`src/rtl/alu_pkg.sv`:
```
// Shared opcode constants and the command record used by alu_cmd_issue and its queue.
package alu_pkg;

  typedef enum logic [2:0] {
    OP_ADD = 3'b000,
    OP_SUB = 3'b001,
    OP_MUL = 3'b010,
    OP_DIV = 3'b011,
    OP_AND = 3'b100,
    OP_OR  = 3'b101,
    OP_XOR = 3'b110,
    OP_NOT = 3'b111
  } alu_op_e;

  typedef struct packed {
    logic [1:0] a;
    logic [1:0] b;
    alu_op_e    op;
  } alu_cmd_t;

  // Saturating 8-bit increment for the optional statistics counters.
  function automatic logic [7:0] sat_inc8(input logic [7:0] v);
    return (v == 8'hFF) ? v : v + 8'd1;
  endfunction

endpackage

```
`src/rtl/alu_cmd_fifo.sv`:
```
// Command queue for alu_cmd_issue: DEPTH-entry circular buffer with push/pop, full/empty and clear.
module alu_cmd_fifo
  import alu_pkg::*;
#(
  parameter int unsigned DEPTH = 4
) (
  input  logic     clk,
  input  logic     rst,
  input  logic     clear,
  input  logic     push,
  input  logic     pop,
  input  alu_cmd_t wdata,
  output alu_cmd_t rdata,
  output logic     full,
  output logic     empty
);

  localparam int unsigned AW = (DEPTH > 1) ? $clog2(DEPTH) : 1;
  localparam int unsigned CW = AW + 1;
  localparam logic [AW-1:0] PTR_ONE = AW'(1);
  localparam logic [CW-1:0] CNT_ONE = CW'(1);
  localparam logic [CW-1:0] CNT_MAX = CW'(DEPTH);

  logic [AW-1:0] wr_ptr_q, wr_ptr_d;
  logic [AW-1:0] rd_ptr_q, rd_ptr_d;
  logic [CW-1:0] count_q, count_d;
  alu_cmd_t      mem_q [DEPTH];

  assign full  = (count_q == CNT_MAX);
  assign empty = (count_q == '0);
  assign rdata = empty ? '0 : mem_q[rd_ptr_q];

  // Pointers wrap naturally because DEPTH is a power of two.
  always_comb begin
    wr_ptr_d = wr_ptr_q;
    rd_ptr_d = rd_ptr_q;
    count_d  = count_q;
    if (clear) begin
      wr_ptr_d = '0;
      rd_ptr_d = '0;
      count_d  = '0;
    end else begin
      if (push) wr_ptr_d = wr_ptr_q + PTR_ONE;
      if (pop)  rd_ptr_d = rd_ptr_q + PTR_ONE;
      case ({push, pop})
        2'b10:   count_d = count_q + CNT_ONE;
        2'b01:   count_d = count_q - CNT_ONE;
        default: count_d = count_q;
      endcase
    end
  end

  always_ff @(posedge clk) begin
    if (rst) begin
      wr_ptr_q <= '0;
      rd_ptr_q <= '0;
      count_q  <= '0;
    end else begin
      wr_ptr_q <= wr_ptr_d;
      rd_ptr_q <= rd_ptr_d;
      count_q  <= count_d;
    end
  end

  always_ff @(posedge clk) begin
    if (push && !clear) mem_q[wr_ptr_q] <= wdata;
  end

endmodule

```
`src/rtl/alu_cmd_issue.sv`:
```
// Queues ALU commands, issues the head to an external combinational ALU and registers its result.
// Optional statistics counters are enabled with `define ALU_CMD_STATS_EN.
module alu_cmd_issue
  import alu_pkg::*;
#(
  parameter int unsigned DEPTH = 4
) (
  input  logic       clk,
  input  logic       rst,
  input  logic       in_valid,
  output logic       in_ready,
  input  logic [1:0] in_a,
  input  logic [1:0] in_b,
  input  logic [2:0] in_op,
  input  logic       flush,
  output logic [1:0] alu_a,
  output logic [1:0] alu_b,
  output logic [2:0] alu_op,
  input  logic [1:0] alu_out,
  input  logic       alu_z,
  input  logic       alu_c,
  output logic       res_valid,
  input  logic       res_ready,
  output logic [1:0] res_out,
  output logic       res_z,
  output logic       res_c,
  output logic [2:0] res_op
`ifdef ALU_CMD_STATS_EN
  ,
  output logic [7:0] stat_issued,
  output logic [7:0] stat_carry
`endif
);

  alu_cmd_t   head;
  alu_cmd_t   in_cmd;
  logic       full, empty;
  logic       push, issue;

  logic       res_valid_q, res_valid_d;
  logic [1:0] res_out_q, res_out_d;
  logic       res_z_q, res_z_d;
  logic       res_c_q, res_c_d;
  logic [2:0] res_op_q, res_op_d;

  assign in_cmd   = '{a: in_a, b: in_b, op: alu_op_e'(in_op)};
  assign in_ready = !full;
  // Flush overrides both sides of the queue in the same cycle.
  assign push     = in_valid && in_ready && !flush;
  assign issue    = !empty && (!res_valid_q || res_ready) && !flush;

  alu_cmd_fifo #(.DEPTH(DEPTH)) u_fifo (
    .clk   (clk),
    .rst   (rst),
    .clear (flush),
    .push  (push),
    .pop   (issue),
    .wdata (in_cmd),
    .rdata (head),
    .full  (full),
    .empty (empty)
  );

  assign alu_a  = head.a;
  assign alu_b  = head.b;
  assign alu_op = head.op;

  always_comb begin
    res_valid_d = res_valid_q;
    res_out_d   = res_out_q;
    res_z_d     = res_z_q;
    res_c_d     = res_c_q;
    res_op_d    = res_op_q;
    if (flush) begin
      res_valid_d = 1'b0;
    end else if (issue) begin
      res_valid_d = 1'b1;
      res_out_d   = alu_out;
      res_z_d     = alu_z;
      res_c_d     = alu_c;
      res_op_d    = head.op;
    end else if (res_ready) begin
      res_valid_d = 1'b0;
    end
  end

  always_ff @(posedge clk) begin
    if (rst) begin
      res_valid_q <= 1'b0;
      res_out_q   <= '0;
      res_z_q     <= 1'b0;
      res_c_q     <= 1'b0;
      res_op_q    <= '0;
    end else begin
      res_valid_q <= res_valid_d;
      res_out_q   <= res_out_d;
      res_z_q     <= res_z_d;
      res_c_q     <= res_c_d;
      res_op_q    <= res_op_d;
    end
  end

  assign res_valid = res_valid_q;
  assign res_out   = res_out_q;
  assign res_z     = res_z_q;
  assign res_c     = res_c_q;
  assign res_op    = res_op_q;

`ifdef ALU_CMD_STATS_EN
  logic [7:0] stat_issued_q, stat_issued_d;
  logic [7:0] stat_carry_q, stat_carry_d;

  always_comb begin
    stat_issued_d = stat_issued_q;
    stat_carry_d  = stat_carry_q;
    if (issue) begin
      stat_issued_d = sat_inc8(stat_issued_q);
      if (alu_c) stat_carry_d = sat_inc8(stat_carry_q);
    end
  end

  always_ff @(posedge clk) begin
    if (rst) begin
      stat_issued_q <= '0;
      stat_carry_q  <= '0;
    end else begin
      stat_issued_q <= stat_issued_d;
      stat_carry_q  <= stat_carry_d;
    end
  end

  assign stat_issued = stat_issued_q;
  assign stat_carry  = stat_carry_q;
`endif

endmodule
```
`config.mk`:
```
export PLATFORM = sky130hd
export DESIGN_NAME = alu_cmd_issue
export DESIGN_NICKNAME = d
export VERILOG_FILES = /design/src/rtl/alu_pkg.sv /design/src/rtl/alu_cmd_fifo.sv /design/src/rtl/alu_cmd_issue.sv
export SDC_FILE = /design/constraint.sdc
export NUM_CORES = 1
export LEC_CHECK = 0
export CORE_ASPECT_RATIO = 2
export CORE_MARGIN = 3
export CORE_UTILIZATION = 50
export CTS_CLUSTER_SIZE = 10
export DETAILED_ROUTE_END_ITERATION = 12
export DONT_BUFFER_PORTS = 1
export SLEW_MARGIN = 20
export SYNTH_ARGS = -nofsm -noshare
export SYNTH_HDL_FRONTEND = slang
export SYNTH_HIERARCHICAL = 1
export SYNTH_SLANG_ARGS = --single-unit
```
`constraint.sdc`:
```
create_clock -name clk -period 3.2 [get_ports clk]
set_input_delay 0.96 -clock clk [delete_from_list [all_inputs] [get_ports clk]]
set_output_delay 0.96 -clock clk [all_outputs]
set_load 0.01 [all_outputs]
```
==> GITHUB_STEP_SUMMARY, run 1 <==
### Yosys + OpenROAD results

| Metric | Value |
|---|---|
| Crit end category | primary output |
| CP Depth | 2 |
| Die width | 49.4 um |
| Slowest cell on crit path | dfxtp_1 |
| Syn Inst Count | 129 |
| Clock Path Buffers | 2 |
| Post-route DRC | 0 |
| Largest class | registers |
| Unrepaired setup endpoints after global routing | no |
| WHS Path Cells | 2 |
| Registers | 45 |
| First-pass GRT wire length | just under 5 mm |
| Final period util | 82.4% |
| Hold Path Class | flop to flop |
| CP Data Arrival Time | 1.68 ns |
| Initial antenna violation count | 0 |
| NonClk Buf Share | 0.367% |
| Final Util | between 50 and 60% |
| Post-synth cell types | 27 |
| Final nets | 155 |
| CTS resizes | 0 |
| Setup bufs post-CTS | 0 |
| Number of enable flip-flop cells | 28 |
| Row count | 31 |
| Flops after synth | 45 |
| Clock-cell share | 5.63% |
| Setup_tns | 0 ns |
| Tap Count | 49 |
| Power Density | 533 nW/um^2 |
| Root Buffer | clkbuf_8 |
| Yosys cell count | roughly 130 |
| Top cells by count, synth | edfxtp_1, dfxtp_1, nand2b_1 |
| Post-layout min period | roughly 2.6 ns |
| Pleak | 0.644 nW |
| Largest delay share family, worst path | flip-flops |
| Vias in the first global route | 1,051 |
| # fillers | 314 |
| Final worst slack | 0.564 ns |
| Fin. Hold Viols | 0 |
| Total power | 1.09 mW |
| CTS H-Tree Depth | 2 |
| Critical path buffers and inverters | 0 |
| Top cell area share | roughly 45% |
| R2r worst-path depth | 10 |
| Worst-Skew Late Latency | just under 0.3 ns |
| Number of DRC markers in iteration 0 | 16 |
| Placed cells | 175 |
| Clock transition at path regs | 0.09 ns |
| Cell type with the largest total area | edfxtp_1 |
| Number of clock sinks | 45 |
| Inverters | 7 |
| Synth Seq Share | 62.7% |
| Share of cells above drive strength 1 | approximately 16% |
| Synth Warn # | 6 |
| Die area | 4580 sq um |
| Mi-comb count | around 73 |
| Logic share of the area | 31.9% |
| Logic area | 653 sq um |
| Max_cap viols | 0 |
| DR vias/cell | 5.14 |
| Syn Nets | 151 |
| Io pins | 32 |
| CP required | 2.24 ns |
| Reg area | 1180 sq um |
| Synth async-reset ratio | 0% |
| Crit Path Category | flop to primary output |
| Post-route cell area | 2040 sq um |
| Num CTS Buffers | 5 |
| Grt total ovfl | 0 |
| Initial Utilization | 52.2% |
| Fin Hold WS | 0.520 ns |
| Post-synth top flop | edfxtp_1 |
| Area Overhead vs Synth | 8.57% |
| HPWL Detailed | 2.11 mm |
| Relative slew margins | 50.5% |
| Yosys stat area | 1880 sq um |
| Critical-path maximum fanout | 7 |
| Tool Warnings | 29 |
| Top cells, area | edfxtp_1, dfxtp_1, mux4_2 |
| Buffers excl. clock | 1 |
| Fmax achieved | 379 MHz |
| Final GP Congestion | 0.667 |
| Total GRT Usage | 15.0% |
| Flop share of the area | 57.8% |
| Die height | 92.8 um |
| Worst-Margin Slew | 0.739 ns |
| PortBufs | 0 |
| Fin cells | 183 |
| Clock buffer cells | 5 |
| DP Worst Slack | 0.625 ns |
| Top-count cell post-synth | edfxtp_1 |
| Setup violators final | 0 |
| Drt wl/cell | 15.6 um |
| Core area | roughly 3600 sq um |
| Startpoint Class | flop |
| Hold-fix buffers, CTS | 0 |
| CTS tree | done |
| Cell Chain, Critical Path | mux4_2, nor2b_1 |
| Status | complete, no violations |
| Largest net degree at the start of global routing | 17 |
| Antenna diodes | 0 |
| TritonRoute pass-1 iters | 3 |
| Post-route ant nets | 0 |
| Clock Skews | 0.00874 ns |
| Mapped Avg Cell Area | 14.6 sq um |
| Synth Cell Area | 1880 sq um |
| DP Area | approximately 1900 sq um |
| Final slew viol count | 0 |
| Peak supply drop | 470 uV |
| CP peak stage delay | 0.63 ns |
[run 1: where the power goes]
part	internal (mW)	switching (mW)
Sequential	0.622	0.00539
Clock	0.233	0.186
Combinational	0.0205	0.0219
Total	0.876	0.213
[run 1: logic make-up (layout without fill, tap and decap cells)]
| logic type | count (synthesis) | after routing | share of synthesized area (%) |
|---|---|---|---|
| compound gates | 3 | 3 | 0.797 |
| xor+xnor | 5 | 5 | 2.33 |
| fa+ha+maj | 6 | 6 | 4.39 |
| buf+inv | 11 | 16 | 2.59 |
| flops | 45 | 45 | 62.7 |
| mux | 15 | 15 | 12.6 |
| simple gates | 44 | 44 | 14.6 |
[run 1: sequential cells by signal, indices dropped and copies added (netlist names), named ones only]
| register | flops |
|---|---|
| res_c | 1 |
| res_op | 3 |
| res_out | 2 |
| res_valid | 1 |
| res_z | 1 |
| u_fifo/count_q | 3 |
| u_fifo/mem_q | 28 |
| u_fifo/rd_ptr_q | 2 |
| u_fifo/wr_ptr_q | 2 |
[run 1: cell usage in the layout, fill, tap and decap left out, types with 2 or more instances in the layout]
cell type  count
edfxtp_1      28
mux2i_1        8
dfxtp_1       17
inv_1          7
and2_1         4
clkbuf_8       5
ha_1           5
xor2_1         3
xnor2_1        2
nand2b_1      14
a21oi_1        2
nor2_1         9
nor2b_1        7
mux4_2         7
[run 1: layer usage]
metal  vias up  global-route usage (%)  part of all wire (%)
met5         -                       0                     0
met4         0                    6.93                   2.1
met3         7                    7.25                   7.9
met2        26                    25.7                    55
met1       454                    14.9                    35
li1        454                       -                     -
[run 1: path summary, 6_finish.rpt]
check	start	to	slack, ns
worst max-delay path	flop	alu_op[1]	0.56
worst min-delay path	res_z	res_z	0.52
worst max register to register	u_fifo/count_q[0]	u_fifo/count_q[2]	0.92
worst min register to register	res_z	res_z	0.52
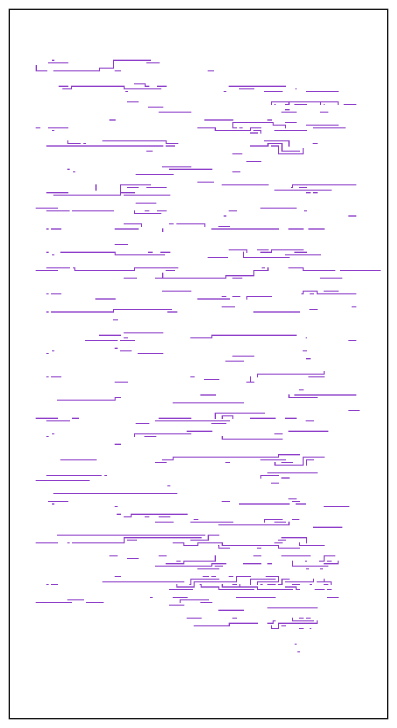
Run 1: metal 1
wire length on this layer: 990 um
main direction: horizontal
longest straight run: 19.3 um
share of all routed wire: 35%
nets with wire on the layer: 143

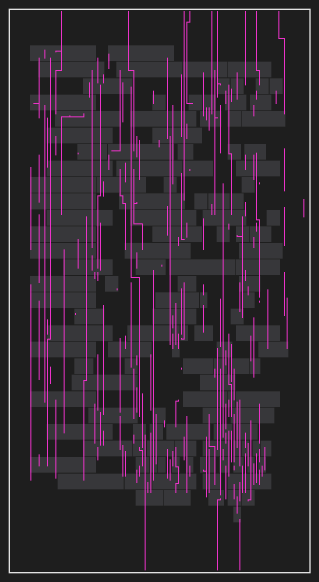
Run 1: met2 routing
longest straight run: 49.0 um
share of all routed wire: 55%
nets with wire on the layer: 137
main direction: vertical
wire length on this layer: 1,580 um
DRT Wirelength: 2.86 mm
routed via count: 941
met2 Use GR: 25.7%

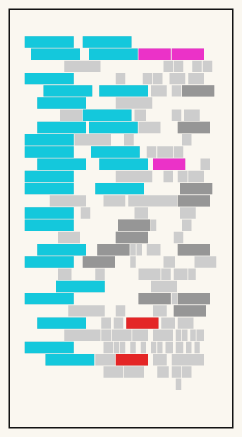
Run 1: sequential cells colored by netlist name
[red] `u_fifo/wr_ptr_q` | placed flops: 2
[magenta] `res_op` | placed flops: 3
[cyan] `u_fifo/mem_q` | placed flops: 28
not colored: 12

==> run 1 -> run 2 <==
--- a/config.mk
+++ b/config.mk
@@ -11,6 +11,7 @@
 export CTS_CLUSTER_SIZE = 10
 export DETAILED_ROUTE_END_ITERATION = 12
 export DONT_BUFFER_PORTS = 1
+export PLACE_DENSITY = 0.68
 export SLEW_MARGIN = 20
 export SYNTH_ARGS = -nofsm -noshare
 export SYNTH_HDL_FRONTEND = slang
==> constraint.sdc (replaced) <==
create_clock -name clk -period 2.25 [get_ports clk]
set_input_delay 0.675 -clock clk [delete_from_list [all_inputs] [get_ports clk]]
set_output_delay 0.675 -clock clk [all_outputs]
set_load 0.01 [all_outputs]
==> run 2 against run 1 <==
Net effect: register-to-register slack lost 0.74 ns; sequential power grew 42%; count of clock-buffer cells in the layout grew 1; core utilization grew 0.24 points; synthesized area is the same; critical path depth grew 1; worst setup slack lost 0.49 ns; critical endpoint is now alu_op[0]; synthesized cell count is the same.
==> GITHUB_STEP_SUMMARY, run 2 <==
### Yosys + OpenROAD results

| Metric | Value |
|---|---|
| Status | complete, no violations |
| Worst-Margin Slew | 0.397 ns |
| Syn Nets | 151 |
| Most flop-heavy register | u_fifo/mem_q |
| Root Buffer | clkbuf_8 |
| Die area | 4580 sq um |
| Initial antenna violation count | 0 |
| Post-route DRC | 0 |
| Post-synth top flop | edfxtp_1 |
| Drt wl/cell | ~16 um |
| Number of enable flip-flop cells | 28 |
| Setup bufs post-CTS | 0 |
| Tool Warnings | 30 |
| Share of cells above drive strength 1 | 19.0% |
| Die width | slightly below 50 um |
| Hold-fix buffers, CTS | 0 |
| Number of clock sinks | 45 |
| Clock Path Buffers | 2 |
| Mapped Avg Cell Area | 14.6 sq um |
| Pwr top | sequential cells |
| Final GP Congestion | between 0.6 and 0.7 |
| CTS tree | done |
| # fillers | between 200 and 300 |
| Max_cap viols | 0 |
| Vias in the first global route | about 1,100 |
| Setup violators final | 0 |
| Largest net degree at the start of global routing | 17 |
| Final nets | approximately 160 |
| Synth Seq Share | 62.7% |
| CP required | 1.57 ns |
| Top cells by count, synth | edfxtp_1, dfxtp_1, nand2b_1 |
| Yosys stat area | approximately 1900 sq um |
| Crit Path Category | flop to primary output |
| Final period util | 96.7% |
| DR vias/cell | between 5 and 6 |
| Crit end category | primary output |
| Final slew viol count | 0 |
| Clock transition at path regs | 0.08 ns |
| Gate power share | 4.8% |
| TritonRoute pass-1 iters | 4 |
| Fmax achieved | ~460 MHz |
| Logic area | 663 sq um |
| Reg area | around 1200 sq um |
| Top cells, area | edfxtp_1, dfxtp_1, mux4_2 |
| Final worst slack | 0.0747 ns |
| HPWL Detailed | 2.22 mm |
| Critical-path maximum fanout | 7 |
| Fin. Hold Viols | 0 |
| CTS H-Tree Depth | 2 |
| P_seq | between 0.8 and 0.9 mW |
| Initial Utilization | 52.2% |
| Flops after synth | 45 |
| PortBufs | 0 |
| CP Data Arrival Time | 1.50 ns |
| First-pass GRT wire length | 5.15 mm |
| Most frequent cells in the layout | edfxtp_1, dfxtp_1, nand2b_1 |
| Post-synth cell types | 27 |
| Unrepaired setup endpoints after global routing | no |
| Pleak | 0.643 nW |
| Pint | 1.14 mW |
| Most numerous logic cell after layout | edfxtp_1 |
| Power Clock | between 0.4 and 0.5 mW |
| Top-count cell post-synth | edfxtp_1 |
| Peak supply drop | approximately 520 uV |
| Largest register FFs | 28 |
| Clock Skews | 0.00949 ns |
| Syn Inst Count | 129 |
| Total GRT Usage | 15.4% |
| Power Density | 698 nW/um^2 |
| Antenna diodes | 0 |
| Num CTS Buffers | 5 |
| Final Util | 56.9% |
| Area Overhead vs Synth | 9.04% |
| Synth Warn # | 6 |
| Core area | about 3600 sq um |
| Synth Cell Area | 1880 sq um |
| DP Worst Slack | 0.0903 ns |
| Yosys cell count | approximately 130 |
| Synth async-reset ratio | 0% |
| Combinational power | around 0.07 mW |
| Post-route cell area | 2050 sq um |
| Number of DRC markers in iteration 0 | 12 |
| Sw frac | 20.6% |
| Worst-Skew Late Latency | 0.29 ns |
run 2: cell families (layout without fill, tap and decap cells):
family	after synthesis	in the layout	share of synthesized area, %
flip-flops	45	45	62.7
AND/OR/NAND/NOR	44	44	14.6
multiplexers	15	15	12.6
buffers and inverters	11	19	2.59
adder cells (fa/ha/maj)	6	6	4.39
XOR/XNOR	5	5	2.33
AND-OR/OR-AND	3	3	0.797
run 2: routing by layer:
layer | vias to the layer above | global-route usage [%] | routed length, um
met3 | 11 | 5.15 | 229
met4 | 0 | 9.01 | 94
met1 | 476 | 15.6 | 1030
li1 | 458 | - | -
met5 | - | 0 | 0
met2 | 36 | 26.9 | 1680
run 2: worst max-delay path, cell delays in order, from the launching register on:
cell     delay (ns)
dfxtp_1        0.35
buf_6          0.16
mux4_2         0.50
nor2b_1        0.19
run 2: final cells by class:
cell class              count  area share (%)
multi-input cells          73            32.3
repair buffers              4            1.65
clock buffers               6            3.53
inverters                   7            1.28
clock inverters             2           0.731
flip-flops and latches     45            57.5
well taps                  49            2.99
run 2: per-stage QoR:
step | instances | setup TNS [ns] | hold slack (ns)
final | 186 | 0 | 0.450
after floorplan | 129 | -0.132 | 0.482
after CTS | 186 | 0 | 0.446
after global routing | 186 | 0 | 0.441
after detailed placement | 178 | 0 | 0.508
after global placement | 178 | 0 | 0.494
run 2: repair_timing:
| item | 4_1_cts | 5_1_grt |
|---|---|---|
| endpoints found under the hold margin | 0 | 0 |
| gates resized | 0 | 2 |
| setup endpoints to repair | 0 | 6 |
run 2: worst paths after layout:
path | startpoint | endpoint | slack (ns) | cells after the start
max | flop | alu_op[0] | 0.07 | 3
min | rst | res_valid | 0.45 | 1
max reg2reg | u_fifo/count_q[0] | u_fifo/count_q[2] | 0.18 | 10
min reg2reg | res_out[0] | res_out[0] | 0.52 | 2
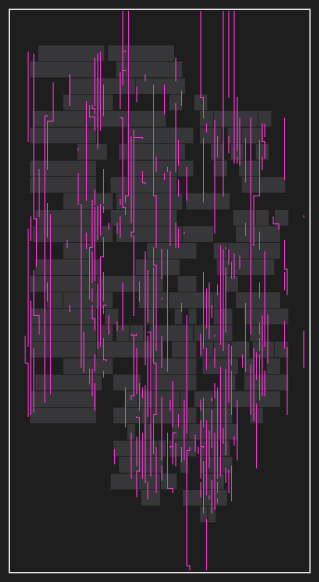
Run 2: met2 routing
wire length on this layer: 1,680 um
nets with wire on the layer: 143
main direction: vertical
longest straight run: 47.3 um
share of all routed wire: 55%
routed via count: 981
DRT Wirelength: 3.03 mm
met2 Use GR: 26.9%

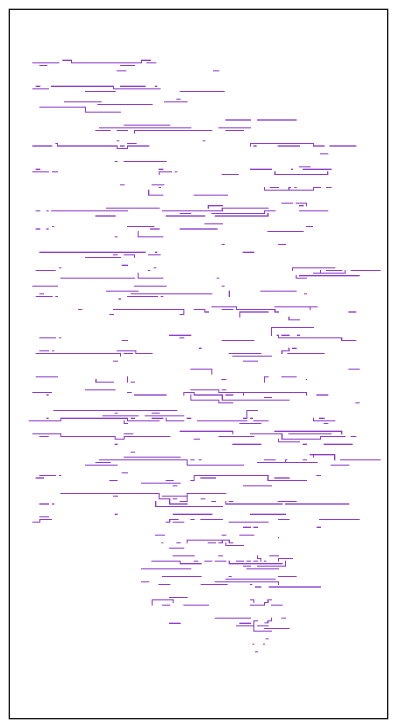
Run 2: metal 1
main direction: horizontal
longest straight run: 16.1 um
share of all routed wire: 34%
nets with wire on the layer: 147

==> run 2 -> run 3 <==
--- a/config.mk
+++ b/config.mk
@@ -8,6 +8,7 @@
 export CORE_ASPECT_RATIO = 2
 export CORE_MARGIN = 3
 export CORE_UTILIZATION = 50
+export CTS_BUF_LIST = sky130_fd_sc_hd__clkbuf_2
 export CTS_CLUSTER_SIZE = 10
 export DETAILED_ROUTE_END_ITERATION = 12
 export DONT_BUFFER_PORTS = 1
==> constraint.sdc (replaced) <==
create_clock -name clk -period 1.85 [get_ports clk]
set_input_delay 0.555 -clock clk [delete_from_list [all_inputs] [get_ports clk]]
set_output_delay 0.555 -clock clk [all_outputs]
set_load 0.01 [all_outputs]
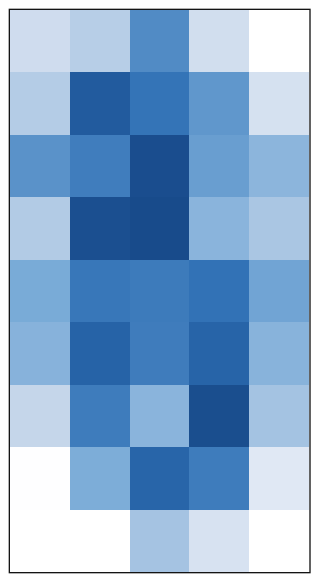
Run 3: placement density heat map
The die is cut into 5 by 9 equal tiles; white is low, dark blue is high, 0 to 100% covered.
tiles over 75% full: 18%
nearly empty tiles: 11%
mean over tiles: 48%
core area: 3610 sq um
Initial Utilization: 52.2%

==> run 3 against run 2 <==
Net effect: the flow now finishes with violations (setup timing); flip-flop count unchanged; sequential power up about 20%; die area unchanged; worst hold slack worse by 0.27 ns; non-clock buffer count up 12; worst setup slack worse by 0.39 ns; first-iteration DRC count down 42%; largest cell class unchanged; largest power group unchanged.
==> GITHUB_STEP_SUMMARY, run 3 <==
### Yosys + OpenROAD results

| Metric | Value |
|---|---|
| Status | finished, violations left |
| Failing checks | setup timing |
| Reg area | ~1200 sq um |
| Clock transition at path regs | about 0.21 ns |
| Setup_tns | -2.04 ns |
| Top-count cell post-synth | edfxtp_1 |
| Final period util | 117% |
| Hold path start | rst |
| Clock Path Buffers | 2 |
| Setup violators final | 8 |
| Worst-Skew Late Latency | 0.41 ns |
| GRT Max-Usage Layer | met2 |
| Largest class | registers |
| Slowest cell on crit path | mux4_2 |
| Die area | about 4600 sq um |
| Reg2Reg Capture Point | u_fifo/count_q[2] |
| Mi-comb count | 73 |
| Unrepaired setup endpoints after global routing | yes |
| Top cells, area | edfxtp_1, dfxtp_1, mux4_2 |
| Flop share of the area | 52.3% |
| Critical path buffers and inverters | 1 |
| CTS H-Tree Depth | 2 |
| HPWL Detailed | 2.32 mm |
| Final GP Congestion | 0.726 |
| Number of clock sinks | roughly 45 |
| Num CTS Buffers | 5 |
| Pleak | 0.757 nW |
| CP peak stage delay | 0.51 ns |
| Grt total ovfl | 0 |
| WHS Path Cells | 1 |
| PortBufs | 0 |
| Cell Chain, Critical Path | buf_12, mux4_2, nor2b_4 |
| Clock Skews | about 0.024 ns |
| Die height | 92.8 um |
| Placed cells | 189 |
| Buffers excl. clock | 16 |
| CTS tree | done |
| Total GRT Usage | between 15 and 20% |
| Worst-Margin Slew | 0.359 ns |
| Logic share of the area | 32.7% |
| DP Worst Slack | -0.113 ns |
| Die width | approximately 49 um |
| Share of cells above drive strength 1 | 38.3% |
| Cell type with the largest total area | edfxtp_1 |
| Yosys cell count | 129 |
| Largest register FFs | 28 |
| Flops after synth | 45 |
| Initial antenna violation count | 0 |
| M1 GR Usage | 16.2% |
| Post-route ant nets | 0 |
| Logic area | ~740 sq um |
| Fmax achieved | around 460 MHz |
| Post-route DRC | 0 |
| Power Density | 768 nW/um^2 |
| Flop2flop setup slack | -0.02 ns |
| Clock-cell share | under 10% |
| Crit Path Category | flop to primary output |
| Max_cap viols | 0 |
| Final slew viol count | 0 |
| Most numerous logic cell after layout | edfxtp_1 |
| R2r worst-path depth | 10 |
| Largest net degree at the start of global routing | 17 |
| Fin. Hold Viols | 0 |
| Synth async-reset ratio | 0% |
| Antenna diodes | 0 |
| Yosys stat area | 1880 sq um |
| Top cells by count, synth | edfxtp_1, dfxtp_1, nand2b_1 |
| Final Util | between 60% and 70% |
| Final worst slack | -0.312 ns |
| Mapped Avg Cell Area | 14.6 sq um |
| Relative slew margins | 76.0% |
| DR vias/cell | 5.15 |
| Synth Cell Area | 1880 sq um |
| Clock buffer cells | 6 |
| Critical-path maximum fanout | 7 |
| Top cell area share | 44.7% |
| Syn Inst Count | 129 |
| Row count | 31 |
| Most flop-heavy register | u_fifo/mem_q |
| First-pass GRT wire length | ~5.5 mm |
| Post-synth cell types | 27 |
| Crit end category | primary output |
| Area Overhead vs Synth | 20.4% |
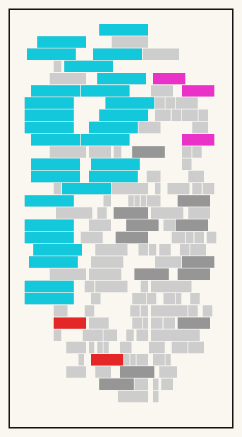
Run 3: sequential cells colored by netlist name
[magenta] `res_op` | placed flops: 3
[cyan] `u_fifo/mem_q` | placed flops: 28
[red] `u_fifo/wr_ptr_q` | placed flops: 2
not colored: 12

==> run 3: through the flow <==
step | cell area (sq um) | hold slack [ns] | power (mW)
after floorplan | 1890 | 0.482 | 1.17
after global placement | 2100 | 0.503 | 1.20
after detailed placement | 2100 | 0.514 | 1.20
after CTS | 2240 | 0.143 | 1.76
after global routing | 2270 | 0.136 | 1.80
final | 2270 | 0.176 | 1.74
==> run 3: what timing repair did <==
item / 4_1_cts / 5_1_grt
resized: 21 / 6
endpoints found under the setup margin: 20 / 38
pin swaps: 2 / 4
setup buffers: 0 / 1
cloned: 0 / 0
hold buffers: 0 / 0
==> run 3: power breakdown <==
group / switching, mW / total (mW) / internal [mW]
sequential: 0.00786 / 1.09 / 1.08
clock: 0.300 / 0.537 / 0.237
combinational: 0.0550 / 0.118 / 0.0627
total: 0.363 / 1.74 / 1.38
==> run 3: routing by layer <==
layer | vias to the layer above | share of wire (%)
li1 | 487 | -
met1 | 495 | 34
met2 | 31 | 56
met3 | 7 | 7.3
met4 | 0 | 2.2
met5 | - | 0
==> run 3: worst max-delay path by stage <==
| stage | cells after the start | endpoint | slack (ns) | from |
|---|---|---|---|---|
| floorplan | 8 | u_fifo/count_q[2] | -0.41 | res_ready |
| global placement | 8 | u_fifo/count_q[2] | -0.09 | res_ready |
| detailed placement | 8 | u_fifo/count_q[2] | -0.11 | res_ready |
| CTS | 3 | alu_op[2] | -0.34 | flop |
| global route | 3 | alu_op[2] | -0.39 | flop |
| finish | 3 | alu_op[2] | -0.31 | flop |
==> run 3: kinds of logic after synthesis <==
kind of cell,synth area share [%]
compound gates,0.797
mux,12.6
flops,62.7
buf+inv,2.59
simple gates,14.6
xor+xnor,2.33
fa+ha+maj,4.39
No activity file was given, so power comes from the tool's default toggle rates.
